==> src/rtl/lcd_hex_frame_ctrl.sv <==
`default_nettype none
// ============================================================================
// Module   : lcd_hex_frame_ctrl
// Purpose  : HD44780 16x2 LCD controller. Runs the power-up initialisation
//            sequence, then on request converts NUM_DIGITS packed hex nibbles
//            to upper-case ASCII and writes them starting at (ROW, START_COL).
//            A load/busy handshake with a one-deep pending flag lets requests
//            made while busy start a fresh frame as soon as the LCD is free.
// Ports    : iCLK      - system clock
//            iRST_N    - asynchronous active-low reset
//            iDIGITS   - packed nibbles, [4*NUM_DIGITS-1 -: 4] is leftmost
//            iLOAD     - one-cycle request to display iDIGITS
//            oBUSY     - high while initialising or writing a frame
//            oREADY    - sticky high once initialisation has completed
//            LCD_DATA  - LCD data bus (write-only, always driven)
//            LCD_RS    - 0 = command, 1 = data
//            LCD_RW    - tied low
//            LCD_E     - LCD enable strobe
// Options  : define LCD_AUTO_REFRESH_EN to start a frame automatically
//            whenever iDIGITS differs from the last displayed value.
// Revision : 1.0 - initial release
// ============================================================================
module lcd_hex_frame_ctrl #(
    parameter int NUM_DIGITS = 6,
    parameter int ROW        = 0,
    parameter int START_COL  = 0,
    parameter int E_CYCLES   = 16,
    parameter int CMD_WAIT   = 2000,
    parameter int CLR_WAIT   = 100000,
    parameter int PWRUP_WAIT = 750000
) (
    input  logic                    iCLK,
    input  logic                    iRST_N,
    input  logic [4*NUM_DIGITS-1:0] iDIGITS,
    input  logic                    iLOAD,
    output logic                    oBUSY,
    output logic                    oREADY,
    output logic [7:0]              LCD_DATA,
    output logic                    LCD_RS,
    output logic                    LCD_RW,
    output logic                    LCD_E
);

    // One shared down-counter covers every timed interval, so size it for the
    // longest of them.
    localparam int c_MAX_A   = (PWRUP_WAIT > CLR_WAIT) ? PWRUP_WAIT : CLR_WAIT;
    localparam int c_MAX_B   = (CMD_WAIT > E_CYCLES) ? CMD_WAIT : E_CYCLES;
    localparam int c_MAX     = (c_MAX_A > c_MAX_B) ? c_MAX_A : c_MAX_B;
    localparam int c_CNT_W   = $clog2(c_MAX + 1);
    localparam logic [7:0] c_ADDR_CMD = 8'h80 | 8'(ROW * 64 + START_COL);

    typedef enum logic [2:0] {
        ST_PWRUP = 3'd0,
        ST_INIT  = 3'd1,
        ST_IDLE  = 3'd2,
        ST_ADDR  = 3'd3,
        ST_CHAR  = 3'd4
    } state_t;

    // Per-byte write phases shared by INIT, ADDR and CHAR.
    typedef enum logic [1:0] {
        PH_SETUP = 2'd0,
        PH_EHIGH = 2'd1,
        PH_HOLD  = 2'd2,
        PH_WAIT  = 2'd3
    } phase_t;

    state_t                    r_state, w_state_nxt;
    phase_t                    r_phase, w_phase_nxt;
    logic [c_CNT_W-1:0]        r_cnt, w_cnt_nxt;
    logic [4:0]                r_idx, w_idx_nxt;
    logic                      r_pending, w_pending_nxt;
    logic [4*NUM_DIGITS-1:0]   r_shadow, w_shadow_nxt;
    logic                      r_ready, w_ready_nxt;
    logic                      r_lcd_e, w_lcd_e_nxt;
    logic                      r_lcd_rs, w_lcd_rs_nxt;
    logic [7:0]                r_lcd_data, w_lcd_data_nxt;

    logic                      w_auto_req;
    logic                      w_writing_nxt;
    logic [c_CNT_W-1:0]        w_wait_last;
    logic [7:0]                w_shamt;
    logic [4*NUM_DIGITS-1:0]   w_shifted;
    logic [3:0]                w_nibble;
    logic [7:0]                w_ascii;
    logic [7:0]                w_init_byte;
    logic [7:0]                w_byte_nxt;

`ifdef LCD_AUTO_REFRESH_EN
    assign w_auto_req = (iDIGITS != r_shadow);
`else
    assign w_auto_req = 1'b0;
`endif

    // The clear command (fourth init byte) needs the long settle time.
    assign w_wait_last = (r_state == ST_INIT && r_idx == 5'd3) ?
                         c_CNT_W'(CLR_WAIT - 1) : c_CNT_W'(CMD_WAIT - 1);

    // ------------------------------------------------------------------
    // Next-state logic
    // ------------------------------------------------------------------
    always_comb begin
        w_state_nxt   = r_state;
        w_phase_nxt   = r_phase;
        w_cnt_nxt     = r_cnt;
        w_idx_nxt     = r_idx;
        w_pending_nxt = r_pending;
        w_shadow_nxt  = r_shadow;
        w_ready_nxt   = r_ready;

        // Any request arriving while not idle (including the cycle that
        // re-enters IDLE) is remembered, never captured immediately.
        if (r_state != ST_IDLE && iLOAD) begin
            w_pending_nxt = 1'b1;
        end

        case (r_state)
            ST_PWRUP: begin
                if (r_cnt == c_CNT_W'(PWRUP_WAIT - 1)) begin
                    w_state_nxt = ST_INIT;
                    w_phase_nxt = PH_SETUP;
                    w_idx_nxt   = 5'd0;
                    w_cnt_nxt   = '0;
                end else begin
                    w_cnt_nxt = r_cnt + c_CNT_W'(1);
                end
            end
            ST_IDLE: begin
                if (r_pending || iLOAD || w_auto_req) begin
                    w_state_nxt   = ST_ADDR;
                    w_phase_nxt   = PH_SETUP;
                    w_cnt_nxt     = '0;
                    w_shadow_nxt  = iDIGITS;
                    w_pending_nxt = 1'b0;
                end
            end
            default: begin
                case (r_phase)
                    PH_SETUP: begin
                        w_phase_nxt = PH_EHIGH;
                        w_cnt_nxt   = '0;
                    end
                    PH_EHIGH: begin
                        if (r_cnt == c_CNT_W'(E_CYCLES - 1)) begin
                            w_phase_nxt = PH_HOLD;
                            w_cnt_nxt   = '0;
                        end else begin
                            w_cnt_nxt = r_cnt + c_CNT_W'(1);
                        end
                    end
                    PH_HOLD: begin
                        w_phase_nxt = PH_WAIT;
                        w_cnt_nxt   = '0;
                    end
                    default: begin
                        if (r_cnt == w_wait_last) begin
                            w_cnt_nxt   = '0;
                            w_phase_nxt = PH_SETUP;
                            if (r_state == ST_INIT) begin
                                if (r_idx == 5'd4) begin
                                    w_state_nxt = ST_IDLE;
                                    w_ready_nxt = 1'b1;
                                    w_idx_nxt   = 5'd0;
                                end else begin
                                    w_idx_nxt = r_idx + 5'd1;
                                end
                            end else if (r_state == ST_ADDR) begin
                                w_state_nxt = ST_CHAR;
                                w_idx_nxt   = 5'd0;
                            end else if (r_idx == 5'(NUM_DIGITS - 1)) begin
                                w_state_nxt = ST_IDLE;
                                w_idx_nxt   = 5'd0;
                            end else begin
                                w_idx_nxt = r_idx + 5'd1;
                            end
                        end else begin
                            w_cnt_nxt = r_cnt + c_CNT_W'(1);
                        end
                    end
                endcase
            end
        endcase
    end

    // ------------------------------------------------------------------
    // Byte selection for the write that is about to start
    // ------------------------------------------------------------------
    assign w_shamt   = 8'(4 * (NUM_DIGITS - 1)) - {1'b0, w_idx_nxt, 2'b00};
    assign w_shifted = w_shadow_nxt >> w_shamt;
    assign w_nibble  = w_shifted[3:0];
    assign w_ascii   = (w_nibble < 4'd10) ? (8'h30 + {4'h0, w_nibble})
                                          : (8'h37 + {4'h0, w_nibble});

    always_comb begin
        w_init_byte = 8'h00;
        case (w_idx_nxt)
            5'd0, 5'd1: w_init_byte = 8'h38;
            5'd2:       w_init_byte = 8'h0C;
            5'd3:       w_init_byte = 8'h01;
            5'd4:       w_init_byte = 8'h06;
            default:    w_init_byte = 8'h00;
        endcase
    end

    always_comb begin
        w_byte_nxt     = w_ascii;
        w_writing_nxt  = (w_state_nxt == ST_INIT) || (w_state_nxt == ST_ADDR) ||
                         (w_state_nxt == ST_CHAR);
        w_lcd_data_nxt = r_lcd_data;
        w_lcd_rs_nxt   = r_lcd_rs;
        if (w_state_nxt == ST_INIT) begin
            w_byte_nxt = w_init_byte;
        end else if (w_state_nxt == ST_ADDR) begin
            w_byte_nxt = c_ADDR_CMD;
        end
        // DATA/RS only move on entry to SETUP, so they are stable across the
        // whole E pulse and the following HOLD cycle.
        if (w_writing_nxt && w_phase_nxt == PH_SETUP) begin
            w_lcd_data_nxt = w_byte_nxt;
            w_lcd_rs_nxt   = (w_state_nxt == ST_CHAR);
        end
        w_lcd_e_nxt = w_writing_nxt && (w_phase_nxt == PH_EHIGH);
    end

    // ------------------------------------------------------------------
    // State and output registers
    // ------------------------------------------------------------------
    always_ff @(posedge iCLK or negedge iRST_N) begin
        if (!iRST_N) begin
            r_state    <= ST_PWRUP;
            r_phase    <= PH_WAIT;
            r_cnt      <= '0;
            r_idx      <= 5'd0;
            r_pending  <= 1'b0;
            r_shadow   <= '0;
            r_ready    <= 1'b0;
            r_lcd_e    <= 1'b0;
            r_lcd_rs   <= 1'b0;
            r_lcd_data <= 8'h00;
        end else begin
            r_state    <= w_state_nxt;
            r_phase    <= w_phase_nxt;
            r_cnt      <= w_cnt_nxt;
            r_idx      <= w_idx_nxt;
            r_pending  <= w_pending_nxt;
            r_shadow   <= w_shadow_nxt;
            r_ready    <= w_ready_nxt;
            r_lcd_e    <= w_lcd_e_nxt;
            r_lcd_rs   <= w_lcd_rs_nxt;
            r_lcd_data <= w_lcd_data_nxt;
        end
    end

    assign oBUSY    = (r_state != ST_IDLE);
    assign oREADY   = r_ready;
    assign LCD_DATA = r_lcd_data;
    assign LCD_RS   = r_lcd_rs;
    assign LCD_RW   = 1'b0;
    assign LCD_E    = r_lcd_e;

endmodule
`default_nettype wire

==> config.mk <==
export PLATFORM = sky130hd
export DESIGN_NAME = lcd_hex_frame_ctrl
export DESIGN_NICKNAME = d
export VERILOG_FILES = /design/src/rtl/lcd_hex_frame_ctrl.sv
export SDC_FILE = /design/constraint.sdc
export NUM_CORES = 1
export LEC_CHECK = 0
export CORE_MARGIN = 2
export CORE_UTILIZATION = 46
export DETAILED_ROUTE_END_ITERATION = 10
export HOLD_SLACK_MARGIN = 0.06
export PLACE_DENSITY_LB_ADDON = 0.08
export SLEW_MARGIN = 20
export SYNTH_ARGS = -nofsm -noshare
export SYNTH_HDL_FRONTEND = slang
export SYNTH_SLANG_ARGS = --single-unit
==> constraint.sdc <==
create_clock -name iCLK -period 7.1 [get_ports iCLK]
set_clock_uncertainty 0.05 [all_clocks]
set_input_delay 1.42 -clock iCLK [delete_from_list [all_inputs] [get_ports iCLK]]
set_output_delay 1.42 -clock iCLK [all_outputs]
set_load 0.02 [all_outputs]
Supply network:
The bar under the picture is 20 um long. Pins as bars on the die edge. Tap cells in grey.
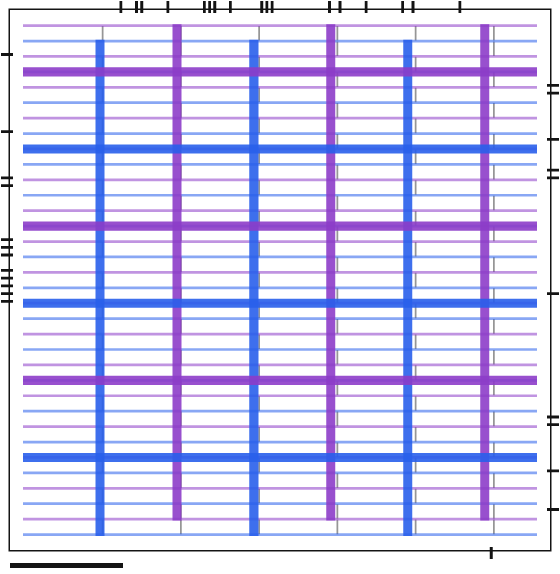
purple -> VDD
blue -> VSS
met5 straps = 6
met1 rails = 34
met4 straps = 6
rows = 33
tap cells = 105

Placement by cell class:
The bar under the picture is 20 um long.
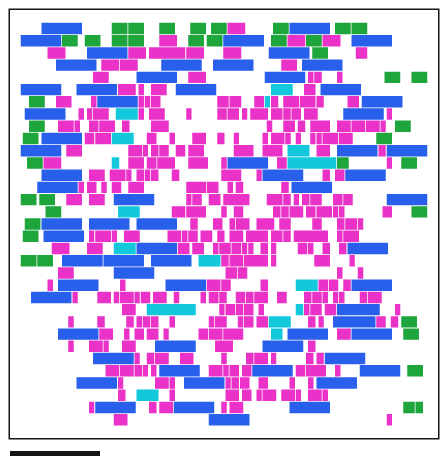
blue -> registers  # cells 66, share of their area 38%
magenta -> remaining logic cells  # cells 315, share of their area 48%
cyan -> clock drivers and dummy loads  # cells 16, share of their area 5.0%
green -> remaining buffers and delay cells  # cells 40, share of their area 8.9%

Clock wires, drivers and flops:
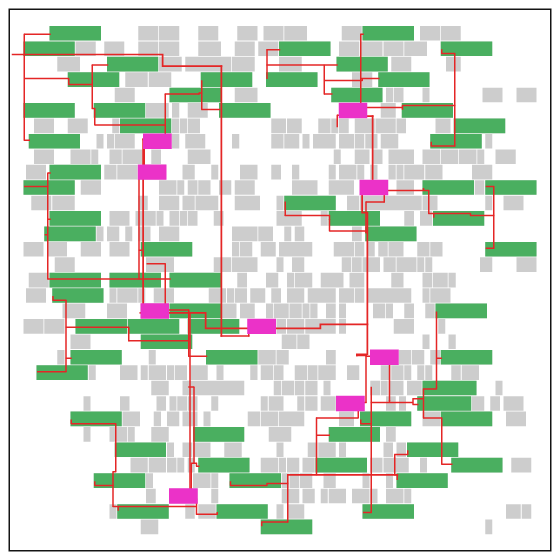
green -> flip-flops  # count 66
magenta -> clock-net drivers  # count 9
red -> clock wires  # length 908 um
routed clock nets = 10
flops lie = spread over the die

Wiring by layer:
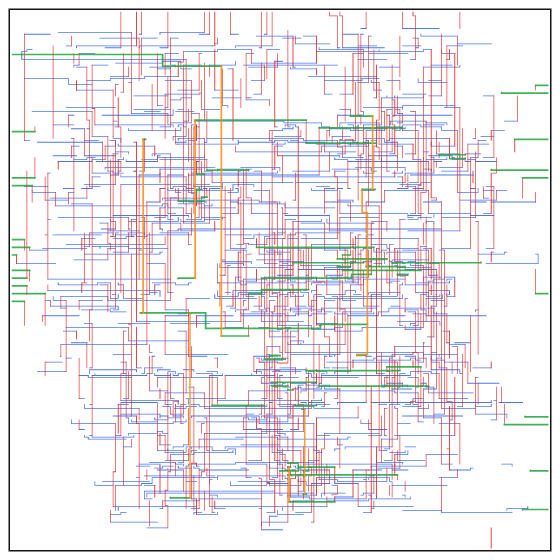
blue -> M1  # wire length 4360 um
green -> M3  # wire length 484 um
red -> M2  # wire length 3820 um
orange -> M4  # wire length 205 um

Track usage over the die:
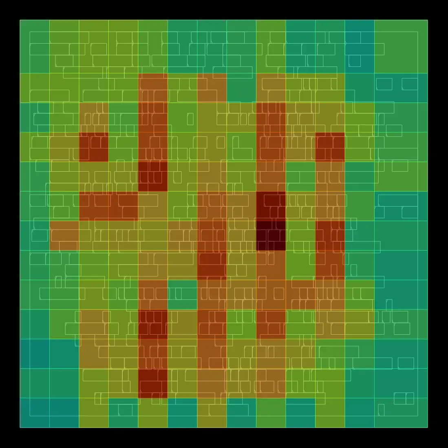
GR Layer Usage met1: 33.0%
Final Util: 55.5%
All-Layer GR Usage: 21.5%
routed wire length per instance: 16.4 um
Top Usage Layer GRT: met1

==> Flow_metrics.wiki <==
=== Physical design figures ===
{| class="wikitable"
! Metric !! Value
|-
| Largest contributor to cell area by class || combinational gates
|-
| Transition at the pin with the smallest max-transition slack || 0.851 ns
|-
| Min-Delay Path Depth || 1
|-
| OpenROAD warnings || 28
|-
| Share of cell area taken by multi-input logic gates || 45.2%
|-
| Clock insertion delay at the later pin of the skew report || 0.35 ns
|-
| Area after detailed placement || 4300 um^2
|-
| Core Density at Floorplan || 47.1%
|-
| Number of enable-type register cells in the synthesized netlist || 0
|-
| Floorplan Core Area || 8130 um^2
|-
| Critical-path cell with the highest stage delay || ha_1
|-
| M1 wire length || 4.36 mm
|-
| Area share of the leading cell type in the synthesized netlist || 41.8%
|-
| Number of standard cells in the layout, taps in and fillers out || 542
|-
| Total standard cell area after synthesis || 3830 um^2
|-
| Largest power group || registers
|-
| Fraction of the mapped netlist area in compound gates || 12.4%
|-
| Clock transition at the registers of the reported paths || 0.08 ns
|-
| Power of the sequential group || 0.416 mW
|-
| Sum of routed wire length over all layers || 8.88 mm
|-
| Clock tree from TritonCTS || built
|-
| Y dimension of the die || 95.2 um
|-
| Main logic family after synthesis || simple AND/OR/NAND/NOR gates
|-
| Layout overhead on the synthesized area || 17.9%
|-
| Highest-count logic cell in the final layout || dfrtp_1
|-
| Die Outline Area || 9070 um^2
|-
| Number of setup violations in the final report || 0
|-
| Signal buffers share of area || 8.65%
|-
| CP Capture Point || LCD_DATA[4]$_DFFE_PN0P_
|-
| Comb gate area || 2040 um^2
|-
| Crit end category || flop
|-
| Logic power comb || 0.108 mW
|-
| Vias in the first global route || 3025
|-
| Number of fill cells in the layout || 710
|-
| FA/HA/MAJ Cells, Area Fraction || 1.63%
|-
| Buffers inserted by post-CTS timing repair || 0
|-
| Clock group || 0.352 mW
|-
| Most common flop cell mapped by yosys || dfrtp_1
|-
| Relative slew slack || 43.3%
|-
| Run status || finished clean
|-
| Final Hold Slack || 0.416 ns
|-
| YS warnings || 0
|-
| Synth unique cells || 73
|-
| Share of synthesized registers carrying an async set or reset || 100%
|-
| Smallest setup slack after layout || 1.72 ns
|-
| TNS Setup || 0 ns
|-
| Leading cell types by count after synthesis || 64 x dfrtp_1, 38 x nor2_1, 36 x nand2_1
|-
| Num Clock Sinks || 66
|-
| Die width || 95.2 um
|-
| Via density per instance || 5.78
|-
| Critical-path maximum fanout || 15
|-
| Worst reg2reg endpoint || LCD_DATA[4]$_DFFE_PN0P_
|-
| Max reg flops || 24
|-
| Highest-count cells in the layout ignoring fill and taps || 64 x dfrtp_1, 37 x clkdlybuf4s50_1, 36 x nor2_1, 36 x nand2_1, 23 x mux2i_1
|-
| Leak Pwr || 1.97 nW
|-
| Wire length on met3 || 484 um
|-
| Count of inverters not on the clock network in the layout || 21
|-
| CTS Hold Bufs || 0
|-
| Sequential fraction of total cell area || 36.6%
|-
| Maximum clock path buffer count || 2
|-
| XORs/XNORs by Area || 4.58%
|-
| Placed cell count || 526
|-
| Area reported by Yosys stat || 3830 um^2
|-
| Layout sequential cell count || 66
|-
| Number of signal-net buffers in the layout || 40
|-
| Routed vias || 3131
|}
Power figures rest on the tool's default switching activity, not on a simulated workload.
